Fig. 1: sequential cells grouped by signal name
Other sequential cells in the stronger grey, the rest of the logic in the fainter grey.
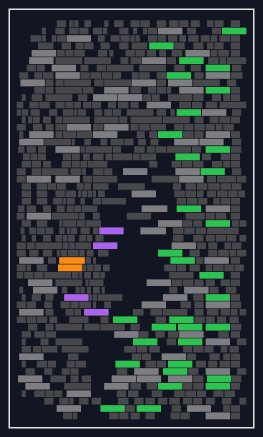
Fig. 2: clock routing
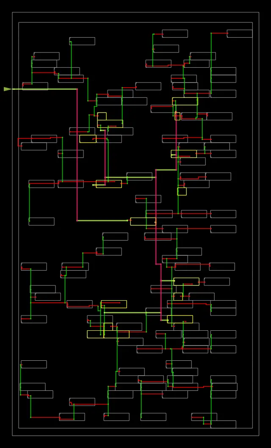
### src/rtl/imem_access_arbiter.sv
// imem_access_arbiter: shares the single-port instruction memory between the
// CPU fetch stage and the program loader/debug port. One access per clock,
// reads return one cycle after the grant and are routed back to their issuer.
// Optional build macro: IMEM_ARB_ALIGN_CHECK_EN adds the align_err output and
// turns misaligned requests into consumed, memory-free error responses.
module imem_access_arbiter #(
    parameter int ADDR_WIDTH     = 32,
    parameter int DATA_WIDTH     = 32,
    parameter int LOAD_BURST_MAX = 8
) (
    input  logic                  clock,
    input  logic                  reset_n,
    input  logic                  fetch_req,
    input  logic [ADDR_WIDTH-1:0] fetch_addr,
    output logic                  fetch_gnt,
    output logic                  fetch_rvalid,
    output logic [DATA_WIDTH-1:0] fetch_rdata,
    input  logic                  load_lock,
    input  logic                  load_req,
    input  logic                  load_we,
    input  logic [ADDR_WIDTH-1:0] load_addr,
    input  logic [DATA_WIDTH-1:0] load_wdata,
    output logic                  load_gnt,
    output logic                  load_rvalid,
    output logic [DATA_WIDTH-1:0] load_rdata,
    output logic [ADDR_WIDTH-1:0] mem_read_address,
    output logic                  mem_we,
    output logic [DATA_WIDTH-1:0] mem_wdata,
    input  logic [DATA_WIDTH-1:0] mem_instruction,
`ifdef IMEM_ARB_ALIGN_CHECK_EN
    output logic                  align_err,
`endif
    output logic                  load_mode
);

    localparam logic [1:0] ST_RUN   = 2'd0;
    localparam logic [1:0] ST_LOAD  = 2'd1;
    localparam logic [1:0] ST_DRAIN = 2'd2;

    localparam int CW = $clog2(LOAD_BURST_MAX + 1);
    localparam logic [CW-1:0] CNT_MAX = CW'(LOAD_BURST_MAX);

    logic [1:0]            state_q, state_d;
    logic [CW-1:0]         cnt_q, cnt_d;
    logic [ADDR_WIDTH-1:0] addr_q, addr_d;
    logic                  own_f_q, own_f_d;   // fetch read outstanding
    logic                  own_l_q, own_l_d;   // loader read outstanding
    logic [DATA_WIDTH-1:0] frdata_q, lrdata_q;
    logic                  f_raw, l_raw;
    logic                  f_mis, l_mis;
    logic [DATA_WIDTH-1:0] rd_word;

`ifdef IMEM_ARB_ALIGN_CHECK_EN
    logic err_q, err_d;
    assign f_mis     = fetch_addr[1:0] != 2'b00;
    assign l_mis     = load_addr[1:0] != 2'b00;
    // An errored request returns zero data instead of whatever memory shows.
    assign rd_word   = err_q ? '0 : mem_instruction;
    assign align_err = err_q;
`else
    assign f_mis     = 1'b0;
    assign l_mis     = 1'b0;
    assign rd_word   = mem_instruction;
`endif

    // Priority selection per state; DRAIN issues nothing so the last read lands.
    always_comb begin
        f_raw = 1'b0;
        l_raw = 1'b0;
        case (state_q)
            ST_RUN: begin
                f_raw = fetch_req;
                l_raw = load_req & ~fetch_req;
            end
            ST_LOAD: begin
                if (fetch_req && cnt_q == CNT_MAX) f_raw = 1'b1;
                else if (load_req)                 l_raw = 1'b1;
                else                               f_raw = fetch_req;
            end
            default: ;
        endcase
    end

    // Grants are forced low while reset is held so every output reads zero.
    assign fetch_gnt = f_raw & reset_n;
    assign load_gnt  = l_raw & reset_n;

    // Memory drive: the grantee's address, otherwise the last driven address.
    always_comb begin
        addr_d = addr_q;
        if (fetch_gnt && !f_mis)     addr_d = fetch_addr;
        else if (load_gnt && !l_mis) addr_d = load_addr;
    end

    assign mem_read_address = addr_d;
    assign mem_we           = load_gnt & load_we & ~l_mis;
    assign mem_wdata        = load_wdata;
    assign load_mode        = state_q != ST_RUN;

    // Next state, burst counter and read-ownership tracking.
    always_comb begin
        state_d = state_q;
        cnt_d   = cnt_q;
        own_f_d = fetch_gnt;
        own_l_d = load_gnt & ~load_we;
`ifdef IMEM_ARB_ALIGN_CHECK_EN
        err_d   = (fetch_gnt & f_mis) | (load_gnt & l_mis);
        // A misaligned write still answers with an error response.
        own_l_d = load_gnt & (~load_we | l_mis);
`endif
        case (state_q)
            ST_RUN: begin
                if (load_lock) state_d = ST_LOAD;
            end
            ST_LOAD: begin
                if (fetch_gnt)                                   cnt_d = '0;
                else if (load_gnt && fetch_req && cnt_q != CNT_MAX) cnt_d = cnt_q + 1'b1;
                if (!load_lock) state_d = ST_DRAIN;
            end
            default: begin
                state_d = ST_RUN;
                cnt_d   = '0;
            end
        endcase
    end

    assign fetch_rvalid = own_f_q;
    assign load_rvalid  = own_l_q;
    assign fetch_rdata  = own_f_q ? rd_word : frdata_q;
    assign load_rdata   = own_l_q ? rd_word : lrdata_q;

    // State registers; an outstanding read is dropped by reset.
    always_ff @(posedge clock or negedge reset_n) begin
        if (!reset_n) begin
            state_q  <= ST_RUN;
            cnt_q    <= '0;
            addr_q   <= '0;
            own_f_q  <= 1'b0;
            own_l_q  <= 1'b0;
            frdata_q <= '0;
            lrdata_q <= '0;
        end else begin
            state_q  <= state_d;
            cnt_q    <= cnt_d;
            addr_q   <= addr_d;
            own_f_q  <= own_f_d;
            own_l_q  <= own_l_d;
            if (own_f_q) frdata_q <= rd_word;
            if (own_l_q) lrdata_q <= rd_word;
        end
    end

`ifdef IMEM_ARB_ALIGN_CHECK_EN
    // Alignment error pulse, one cycle after the offending grant.
    always_ff @(posedge clock or negedge reset_n) begin
        if (!reset_n) err_q <= 1'b0;
        else          err_q <= err_d;
    end
`endif

endmodule

### config.mk
export PLATFORM = sky130hd
export DESIGN_NAME = imem_access_arbiter
export DESIGN_NICKNAME = d
export VERILOG_FILES = /design/src/rtl/imem_access_arbiter.sv
export SDC_FILE = /design/constraint.sdc
export NUM_CORES = 1
export LEC_CHECK = 0
export ABC_CLOCK_PERIOD_IN_PS = 2100
export CORE_ASPECT_RATIO = 1.75
export CORE_MARGIN = 2
export CORE_UTILIZATION = 40
export CTS_CLUSTER_DIAMETER = 60
export DETAILED_ROUTE_END_ITERATION = 10
export GPL_ROUTABILITY_DRIVEN = 0
export GPL_TIMING_DRIVEN = 0
export PLACE_DENSITY = 0.78
export SLEW_MARGIN = 20
export SYNTH_ARGS = -nofsm -noshare
export SYNTH_HDL_FRONTEND = slang
export SYNTH_SLANG_ARGS = --single-unit
### constraint.sdc
create_clock -name clock -period 2.1 [get_ports clock]
set_input_delay 0.21 -clock clock [delete_from_list [all_inputs] [get_ports clock]]
set_output_delay 0.21 -clock clock [all_outputs]
set_load 0.01 [all_outputs]
==> run notes <==
The layout was made with Yosys and OpenROAD.

The global routing report lists met1 layer usage as 0.279. The script computed the net switching share of total power as 0.310. The sequential-cell power consumption is 2.62 mW. The buffer and inverter count on the worst path is 2. In this run the power spent charging and discharging nets is 2.11 mW. The run finished, with violations left. STA puts the critical path data required time at 1.89 ns. The cell total in the yosys stat output is 410. Looking at the group totals, the largest power group turns out to be registers. The setup fix buffers added after clock tree synthesis is 14.

In the layout the tool counted multi-input logic cells amounting to 230. The combinational cell fraction of total power is 0.371. The flow reports an fmax of 455 MHz. The highest-delay cell along the critical path is sky130_fd_sc_hd__dfrtp_2. Of the total power, registers draw 0.385. The final reports fail on setup timing. According to the Yosys statistics, the synthesized design has a chip area of 5090 um^2. The number of maximum-capacitance violations recorded for the run is 0.

As logged by OpenROAD, the buffers inserted on ports number 235. The most critical min-delay path falls under in -> reg. Wire segments on met2 add up to 10300 um in the final route. The minimum setup slack in the final design is -0.0967 ns. After layout, the setup clock skew is reported as 0.0105 ns. In this run, post-CTS repair resized a total of 257 instances. The count of distinct cell types in the synthesized netlist is 35. The layer with the highest usage is met2.

The most critical setup path has its startpoint at state_q[1]. Setup repair after global routing could not meet its margin everywhere. The share of the final layout cell area in multi-input gates is 0.303. The placeable core area is 12400 um^2. The mean cell area of the mapped netlist is 12.4 um^2. The cell area that synthesis handed to floorplanning was 5090 um^2. Entering global routing, the biggest net connects 28 pins. For the worst min-delay path, the startpoint reported by OpenROAD is load_lock. Measured on the final layout, the clock distribution area share stands at 0.0332. The average routed wire per standard cell is 21.8 um.

Counting pins that exceed their max-slew limit in the final report gives 0. The leakage power is 3.55 nW. The total congestion overflow is 0. Looking at the clock tree report, the root buffer type is sky130_fd_sc_hd__clkbuf_16. Counting only logic cells after layout, the most numerous master is sky130_fd_sc_hd__clkdlybuf4s50_1. The count of flip-flops and latches is 104. Per the timing report, the most critical flop-to-flop path originates at cnt_q[1]. The floorplan report lists the tap cell count as 168.

The synthesis log from Yosys contains 0 warnings. The relative area of non-clock buffer cells in the final design is 0.349. The internal power of the cells totals 4.70 mW. For this design the top-level I/O count stands at 268. The relative slew slack is 0.646.

By startpoint and endpoint, the worst setup path is classified as reg -> out. The topmost layer with routed signal wires is met4. The count of H-tree levels built during CTS is 3. The final cycle utilization of the critical path is 1.05. The wire length on met3 is 1370 um.

The routed design has 18600 um of wire. The horizontal extent of the die is 89.3 um. The critical-path maximum fanout is 10. Setup violations remaining at the end of the flow were counted as 25. In the final layout, flip-flops and latches occupy 2610 um^2. The finished cells cover 8970 um^2.

Hold is met by 0.431 ns. The initial antenna violation count is 0. The non-clock buffer count in the final layout is 329. The count of cells in the finished layout, fillers not included, comes to 850. The total routing resource utilization after global routing is 0.265. The proportion of synthesized chip area in sequential cells is 0.511. The sum of negative setup slack is -0.872 ns.

Counting tap cells, the placed design contains a total of 814 instances. Per STA, the highest per-stage delay on the worst path measures 0.46 ns. The via count of the routed design is 4787.
-- Fig. 1 (at the start) --
purple -> `cnt_q`  # sequential cells 4
green -> `lrdata_q`  # sequential cells 32
orange -> `state_q`  # sequential cells 2
not coloured = 66

-- Fig. 2 (at the start) --
number of sinks handled by clock tree synthesis: 104
number of buffers created by CTS: 9
Clk Latency, worst-skew pair: 0.35 ns
Clk power: 1.66 mW
layout clock buffer count: 9

[cell usage after synthesis (2+ instances only)]
cell type,instances,area (um^2)
sky130_fd_sc_hd__a21oi_1,36,180
sky130_fd_sc_hd__and3b_1,2,17.5
sky130_fd_sc_hd__buf_2,17,85.1
sky130_fd_sc_hd__buf_4,32,240
sky130_fd_sc_hd__clkbuf_1,22,82.6
sky130_fd_sc_hd__dfrtp_1,104,2600
sky130_fd_sc_hd__ha_1,2,25.0
sky130_fd_sc_hd__inv_1,3,11.3
sky130_fd_sc_hd__mux2_1,5,56.3
sky130_fd_sc_hd__mux2_2,59,664
sky130_fd_sc_hd__nand2_1,5,18.8
sky130_fd_sc_hd__nand4bb_1,32,360
sky130_fd_sc_hd__nor2b_1,3,18.8
sky130_fd_sc_hd__nor3b_1,2,15.0
sky130_fd_sc_hd__o221ai_1,32,280
sky130_fd_sc_hd__o32ai_1,32,280
sky130_fd_sc_hd__or4_1,4,30.0
[state kept, by name, summed over array words and instances (netlist names)]
signal	cells
state_q	2
frdata_q	32
lrdata_q	32
cnt_q	4
fetch_rvalid	1
load_rvalid	1
addr_q	32
[final timing paths]
check	to	slack, ns	cells after the start
max	mem_read_address[15]	-0.1	5
min	state_q[1]	0.43	2
max reg2reg	cnt_q[2]	0.31	7
min reg2reg	frdata_q[6]	0.49	1
max in group asynchronous	load_rvalid	1.28	3
min in group asynchronous	frdata_q[13]	0.51	3
[logic make-up (layout without fill, tap and decap cells)]
| family | count (synthesis) | count (layout) | share of synthesized area |
|---|---|---|---|
| DFF | 104 | 104 | 0.511 |
| and+or+nand+nor | 62 | 62 | 0.110 |
| buffers and inverters | 76 | 348 | 0.0853 |
| muxes | 64 | 64 | 0.142 |
| adders and majority gates | 2 | 2 | 0.00491 |
| AOI/OAI and AO/OA | 102 | 102 | 0.148 |
No activity file was given, so power comes from the tool's default toggle rates.
